### M1 wires, run 1

Drawn at 2 px/µm.
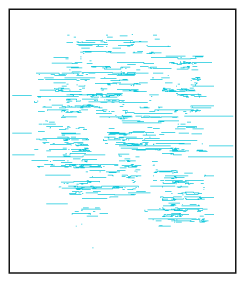
### Register map, names as in the netlist, run 1

Drawn at 4 px/µm.
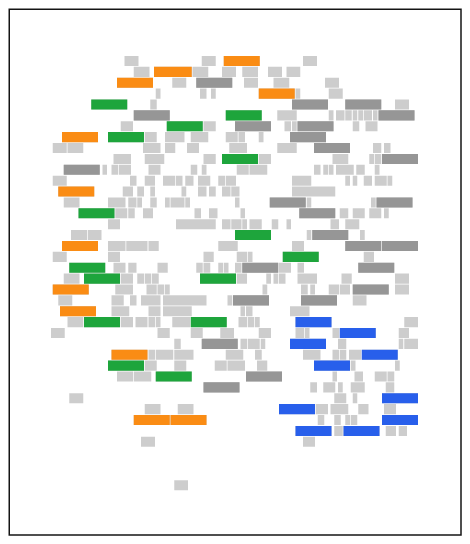
### Close-up of the layout, run 1

Region (72, 86) to (97, 111) µm. Cells in grey, sequential cells in the stronger grey; small squares are vias.
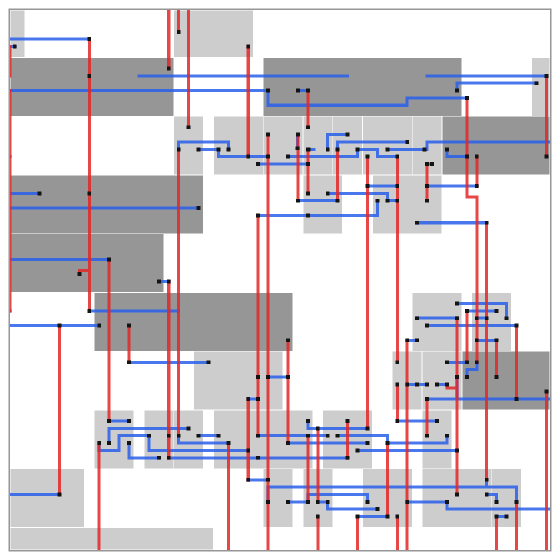
--- src/rtl/audio_pkg.sv ---
// rtl/audio_pkg.sv - shared widths, FSM state type and output quantiser for the audio decimator.
package audio_pkg;

  localparam int ADC_W = 12;
  localparam int AUDIO_W = 8;
  localparam logic [ADC_W-1:0] ADC_MIDSCALE = 12'd2048;

  typedef enum logic [1:0] {IDLE, WAIT_ADC, ACCUM, EMIT} dec_state_t;

  // Drop the 4 LSBs of a signed 13-bit offset-removed average and clamp to the 8-bit audio range.
  function automatic logic [AUDIO_W-1:0] to_audio(input logic signed [ADC_W:0] diff);
    logic signed [ADC_W-4:0] q;
    q = diff[ADC_W:4];
    if (q > 9'sd127) return 8'h7f;
    else if (q < -9'sd128) return 8'h80;
    else return q[AUDIO_W-1:0];
  endfunction

endpackage

--- src/rtl/req_ticker.sv ---
// rtl/req_ticker.sv - free-running modulo counter that fires one ADC request tick per wrap.
module req_ticker #(
  parameter int CYCLES_PER_REQ = 1024
) (
  input  logic clk_in,
  input  logic rst_in,
  output logic tick_out
);

  localparam int CW = (CYCLES_PER_REQ > 1) ? $clog2(CYCLES_PER_REQ) : 1;
  localparam logic [CW-1:0] LAST = CW'(CYCLES_PER_REQ - 1);

  logic [CW-1:0] cnt;

  always_ff @(posedge clk_in or posedge rst_in) begin
    if (rst_in) cnt <= '0;
    else if (cnt == LAST) cnt <= '0;
    else cnt <= cnt + 1'b1;
  end

  assign tick_out = (cnt == LAST);

endmodule

--- src/rtl/audio_decimator.sv ---
// rtl/audio_decimator.sv - requests ADC samples, averages DECIM of them and emits signed 8-bit audio.
// DECIM_DC_TRACK_EN: replaces the fixed midscale offset with a slow 12.8 DC-tracking offset.
module audio_decimator
  import audio_pkg::*;
#(
  parameter int CYCLES_PER_REQ = 1024,
  parameter int DECIM          = 8,
  parameter int TIMEOUT        = 64
) (
  input  logic               clk_in,
  input  logic               rst_in,
  output logic               adc_req_out,
  input  logic [ADC_W-1:0]   adc_data_in,
  input  logic               adc_valid_in,
  output logic [AUDIO_W-1:0] audio_out,
  output logic               audio_valid_out,
  output logic               overrun_out,
  output logic               timeout_out
);

  localparam int LOG2D = $clog2(DECIM);
  localparam int ACC_W = ADC_W + LOG2D;
  localparam int CNT_W = LOG2D + 1;
  localparam int TW    = $clog2(TIMEOUT + 1);

  dec_state_t state;
  logic [ACC_W-1:0] acc;
  logic [CNT_W-1:0] cnt;
  logic [ADC_W-1:0] last_raw;
  logic [TW-1:0]    timer;
  logic             tick;

  logic [ACC_W-1:0]      acc_sum;
  logic [CNT_W-1:0]      cnt_next;
  logic [ADC_W-1:0]      avg_next;
  logic [ADC_W-1:0]      offset_int;
  logic signed [ADC_W:0] diff;

  req_ticker #(.CYCLES_PER_REQ(CYCLES_PER_REQ)) u_ticker (
    .clk_in  (clk_in),
    .rst_in  (rst_in),
    .tick_out(tick)
  );

`ifdef DECIM_DC_TRACK_EN
  logic [ADC_W+7:0]      offset_q;
  logic signed [ADC_W+8:0] track_delta;

  assign offset_int  = offset_q[ADC_W+7:8];
  assign track_delta = $signed({1'b0, acc[ACC_W-1:LOG2D], 8'd0}) - $signed({1'b0, offset_q});

  // acc still holds the full block sum during EMIT, so the tracker sees the same average as the output.
  always_ff @(posedge clk_in or posedge rst_in) begin
    if (rst_in) offset_q <= {ADC_MIDSCALE, 8'd0};
    else if (state == EMIT) offset_q <= offset_q + (ADC_W+8)'(track_delta >>> 8);
  end
`else
  assign offset_int = ADC_MIDSCALE;
`endif

  assign acc_sum  = acc + ACC_W'(last_raw);
  assign cnt_next = cnt + 1'b1;
  assign avg_next = acc_sum[ACC_W-1:LOG2D];
  assign diff     = $signed({1'b0, avg_next}) - $signed({1'b0, offset_int});

  always_ff @(posedge clk_in or posedge rst_in) begin
    if (rst_in) begin
      state           <= IDLE;
      acc             <= '0;
      cnt             <= '0;
      last_raw        <= ADC_MIDSCALE;
      timer           <= '0;
      adc_req_out     <= 1'b0;
      audio_out       <= '0;
      audio_valid_out <= 1'b0;
      overrun_out     <= 1'b0;
      timeout_out     <= 1'b0;
    end else begin
      audio_valid_out <= 1'b0;
      overrun_out     <= 1'b0;
      timeout_out     <= 1'b0;
      if (tick && state != IDLE) overrun_out <= 1'b1;
      case (state)
        IDLE: if (tick) begin
          state       <= WAIT_ADC;
          adc_req_out <= 1'b1;
          timer       <= '0;
        end
        WAIT_ADC: begin
          if (adc_valid_in) begin
            last_raw    <= adc_data_in;
            adc_req_out <= 1'b0;
            state       <= ACCUM;
          end else if (timer == TW'(TIMEOUT - 1)) begin
            timeout_out <= 1'b1;
            adc_req_out <= 1'b0;
            state       <= ACCUM;
          end else begin
            timer <= timer + 1'b1;
          end
        end
        // The output is registered on the way into EMIT so the strobe is visible during EMIT itself.
        ACCUM: begin
          acc <= acc_sum;
          cnt <= cnt_next;
          if (cnt_next == CNT_W'(DECIM)) begin
            state           <= EMIT;
            audio_out       <= to_audio(diff);
            audio_valid_out <= 1'b1;
          end else begin
            state <= IDLE;
          end
        end
        EMIT: begin
          acc   <= '0;
          cnt   <= '0;
          state <= IDLE;
        end
      endcase
    end
  end

endmodule

--- config.mk ---
export PLATFORM = sky130hd
export DESIGN_NAME = audio_decimator
export DESIGN_NICKNAME = d
export VERILOG_FILES = /design/src/rtl/audio_pkg.sv /design/src/rtl/req_ticker.sv /design/src/rtl/audio_decimator.sv
export SDC_FILE = /design/constraint.sdc
export NUM_CORES = 1
export LEC_CHECK = 0
export CORE_ASPECT_RATIO = 1.2
export CORE_MARGIN = 10
export CORE_UTILIZATION = 30
export CTS_BUF_LIST = sky130_fd_sc_hd__clkbuf_4 sky130_fd_sc_hd__clkbuf_8
export DETAILED_ROUTE_END_ITERATION = 8
export PLACE_DENSITY_LB_ADDON = 0.12
export SYNTH_ARGS = -nofsm -noshare
export SYNTH_HDL_FRONTEND = slang
export SYNTH_HIERARCHICAL = 1
export SYNTH_SLANG_ARGS = --single-unit
--- constraint.sdc ---
create_clock -name clk_in -period 3.8 [get_ports clk_in]
set_clock_uncertainty 0.2 [all_clocks]
set_input_delay 0.76 -clock clk_in [delete_from_list [all_inputs] [get_ports clk_in]]
set_output_delay 0.76 -clock clk_in [all_outputs]
set_load 0.03 [all_outputs]
==> run notes, run 1 <==
impl run done, here's what came out: CP Buf/Inv Count=0, cell internal pwr=1.06 mW, Die Span Y=131 µm, Latency at later pin=340 ps, clock buffer count from CTS=9, final setup vio count=0, initial detailed-routing violation count=74, critical-path cell list=ha_1 > fa_1 > a21o_2 > a221oi_2 > nor3_2 > o41ai_4 > nor3_1 > o31ai_1, achievable frequency=0.349 GHz, CTS H-tree lvls=3, startpoint types=register, Hold EP=audio_out[4], Avg Cell Area, Syn=10.9 µm², Levels on crit path=8, Mux area share=5.07%, sw frac=21.2%, Switching Power=0.285 mW, HP Class=register to register, post-CTS sizing=0, Biggest register=acc, std cell rows=40, most numerous cell in the Yosys netlist=dfrtp_1, area delta synth->final=20.1%, # Taps=126, IO Pins=27, Root Buffer=clkbuf_8, CP peak stage delay=510 ps, Synth Net Count=314, asr flop ratio synth=100%, initial antenna violation count=0, Max Buffers Root-to-Sink=2, CTS tree=done, #MultiIn Comb=205, crit-path max FO=7, Finished Cell Area=3700 µm², main logic family after synthesis=AND-OR/OR-AND gates, flip-flop count of the largest register after layout=15, critical path class=register to register, Fin Hold WS=288 ps, RSZ-0062 raised after global routing=false, Power, Total=1.34 mW, Pwr top=sequential cells, top cells by count=dfrtp_1, nand2_1, ha_1, nor2_1, mux2_2, outcome=finished, final reports clean, Cells after DPL=429, vias in the first global route=2233, total negative slack=0 ps, FF-to-FF path depth=8, Setup Fix Bufs, Post-CTS=0, Final Hold Viols=0, Placed Area=3480 µm², Yosys warning total=6, Comb power=0.0288 mW, Post-Syn Instances=282, NonClk Buf Share=7.43%, Clk pwr share=48.8%, Post-Layout Cell Count=445, Core Region=10000 µm², wire length on met1=2940 µm, met2 wire len=3000 µm, DRC viols=0, Sequential Power Share=49.1%, Fillers=1027, GRT overflow=0, Top class by area=registers, ys flops=62, Non-clk invs=8, NumNets Final=346, Inserted Diodes=0, Hold Crit Depth=2, XORs/XNORs by Area=6.25%, Commonest Layout Cell=dfrtp_1, GRT busiest layer=met2, Pwr Density=363 nW/µm², combinational gate area=1470 µm², first-pass GRT wire length=11200 µm, dpl ws=928 ps, Final Cycle Share=75.5%, VDD IR max=165 µV, DIE AREA=14800 µm², clk pwr=0.655 mW, Yosys chip area=3080 µm², synth top area cells=dfrtp_1, ha_1, mux2_2, nand2_1, xnor2_1, layout clock buffer count=10, Top Layout Cells=dfrtp_1, nand2_1, clkdlybuf4s50_1, slew margin rel.=48.9%, Vias per Instance=4.88, Yosys cell types=46, Critical Path RT=3840 ps, post-synthesis compound-gate area fraction=15.5%, R2R Setup Slk=930 ps, Final WS setup=931 ps, RR Startpoint=acc[0], slowest CP cell=o41ai_4, flip-flops=62, GR Layer Usage met3=3.32%, max_cap viols=0, Arrival @ worst endpoint=2910 ps, crit path to=audio_out[7], port bufs=26, share of cells above drive strength 1=12.9%, placer congestion estimate=0.763, Seq/Total Area, Yosys=50.3%, Commonest flop=dfrtp_1, yosys cell count=282, Clock-cell share=6.01%, Worst Max-Slew Pin Slew=764 ps, largest registers=acc (15), last_raw (12), u_ticker/cnt (10), Clock transition at path regs=70 ps
Back to the opening pictures, 'M1 wires':
- longest straight run: 27.6 µm
- share of all routed wire: 47%
- wire length on this layer: 2940 µm
- nets with wire on the layer: 317
via count: 2173
met1 Use GR: 11.6%
Detailed Route WL: 6320 µm

Back to the opening pictures, 'Register map, names as in the netlist':
- `acc`: green (sequential cells 15)
- `last_raw`: orange (sequential cells 12)
- `u_ticker/cnt`: blue (sequential cells 10)
- not coloured: 25
Sequential cell area: 1550 µm²
Final Util: 37.0%
sequential power: 0.660 mW
sequential share of cell area: 41.9%

Back to the opening pictures, 'Close-up of the layout':
- metal 2: red
- metal 1: blue
- netlist names of flops here include: `timer` (3)
- cells with their middle in the window: 33
- sequential cells in the window: 6
- most frequent: nand2_1 (6), dfrtp_1 (6), nor2_1 (4)

## Run 2: what changed since run 1
==> constraint.sdc (replaced) <==
create_clock -name clk_in -period 2.95 [get_ports clk_in]
set_clock_uncertainty 0.2 [all_clocks]
set_input_delay 0.59 -clock clk_in [delete_from_list [all_inputs] [get_ports clk_in]]
set_output_delay 0.59 -clock clk_in [all_outputs]
set_load 0.03 [all_outputs]
### Close-up of the layout, run 2

Region (72, 86) to (97, 111) µm. Cells in grey, sequential cells in the stronger grey; small squares are vias.
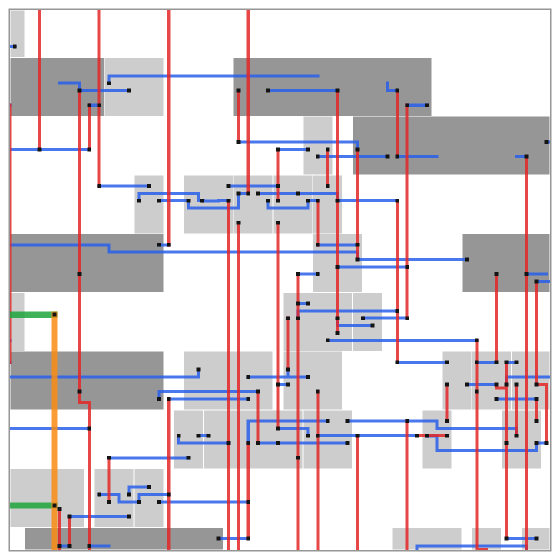

### M1 wires, run 2

Drawn at 2 px/µm.
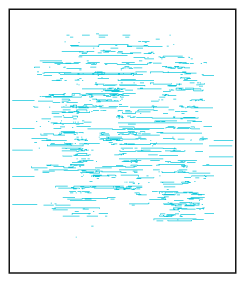
- share of all routed wire: 47%
- wire length on this layer: 3040 µm
Detailed Route WL: 6440 µm
via count: 2174
met1 Use GR: 11.5%

==> run 2 against run 1 <==
Compared with the run above: maximum frequency rose by 6.7%; sequential power grew 29%; count of clock-buffer cells in the layout unchanged; cell count grew 0.90%; power is 21% higher; worst setup slack worse by 670 ps; clock power rose by 12%; global-route usage up 0.14 points; hold slack better by 1.4 ps; utilization about the same; die size is the same; sequential cell count stayed put.
==> run notes, run 2 <==
impl run done, here's what came out: Cells after DPL=433, flip-flops=62, Commonest flop=dfrtp_1, Placed Area=3510 µm², final setup vio count=0, # Taps=126, Inserted Diodes=0, post-synthesis compound-gate area fraction=15.5%, Fin Hold WS=290 ps, std cell rows=40, Final Cycle Share=91.1%, Seq/Total Area, Yosys=50.3%, GRT busiest layer=met2, combinational gate area=1470 µm², Yosys cell types=46, clk pwr=0.735 mW, Top Layout Cells=dfrtp_1, nand2_1, clkdlybuf4s50_1, Commonest Layout Cell=dfrtp_1, Comb power=0.0385 mW, RSZ-0062 raised after global routing=false, HP Class=register to register, cell internal pwr=1.27 mW, dpl ws=94.2 ps, most numerous cell in the Yosys netlist=dfrtp_1, Levels on crit path=9, flip-flop count of the largest register after layout=15, slew margin rel.=59.8%, Avg Cell Area, Syn=10.9 µm², met2 wire len=3070 µm, Worst Max-Slew Pin Slew=601 ps, DRC viols=0, CP peak stage delay=410 ps, Non-clk invs=8, Core Region=10000 µm², CTS H-tree lvls=3, critical-path cell list=ha_1 > fa_1 > a21o_2 > a221oi_2 > nor3_2 > o41ai_4 > buf_4 > nor3_1 > o31ai_1, Pwr Density=438 nW/µm², asr flop ratio synth=100%, Biggest register=acc, RR Startpoint=acc[0], achievable frequency=0.372 GHz, post-CTS sizing=0, DIE AREA=14800 µm², Power, Total=1.62 mW, FF-to-FF path depth=9, ys flops=62, NonClk Buf Share=8.44%, initial detailed-routing violation count=49, Die Span Y=131 µm, synth top area cells=dfrtp_1, ha_1, mux2_2, nand2_1, xnor2_1, Post-Syn Instances=282, Setup Fix Bufs, Post-CTS=0, Switching Power=0.353 mW, GRT overflow=0, Latency at later pin=340 ps, placer congestion estimate=0.756, main logic family after synthesis=AND-OR/OR-AND gates, CTS tree=done, Clock-cell share=5.06%, CP Buf/Inv Count=1, share of cells above drive strength 1=13.9%, Clock transition at path regs=70 ps, startpoint types=register, Top class by area=registers, Sequential cell area=1550 µm², crit-path max FO=7, Hold EP=audio_out[4], XORs/XNORs by Area=6.25%, NumNets Final=351, crit path to=audio_out[7], Fillers=1043, port bufs=26, GR Layer Usage met3=2.64%, IO Pins=27, outcome=finished, final reports clean, Critical Path RT=3000 ps, Yosys chip area=3080 µm², slowest CP cell=fa_1, R2R Setup Slk=260 ps, total negative slack=0 ps, sw frac=21.7%, yosys cell count=282, Finished Cell Area=3710 µm², top cells by count=dfrtp_1, nand2_1, ha_1, nor2_1, mux2_2, Hold Crit Depth=2, critical path class=register to register, Yosys warning total=6, VDD IR max=185 µV, sequential power=0.850 mW, vias in the first global route=2352, Mux area share=5.07%, Synth Net Count=314, initial antenna violation count=0, Pwr top=sequential cells, Sequential Power Share=52.3%, sequential share of cell area=41.9%, Final WS setup=262 ps, clock buffer count from CTS=9, Post-Layout Cell Count=449, Final Hold Viols=0, Clk pwr share=45.3%, largest registers=acc (15), last_raw (12), u_ticker/cnt (10), Vias per Instance=4.84, Root Buffer=clkbuf_8, max_cap viols=0
Power and IR drop assume default switching activity.
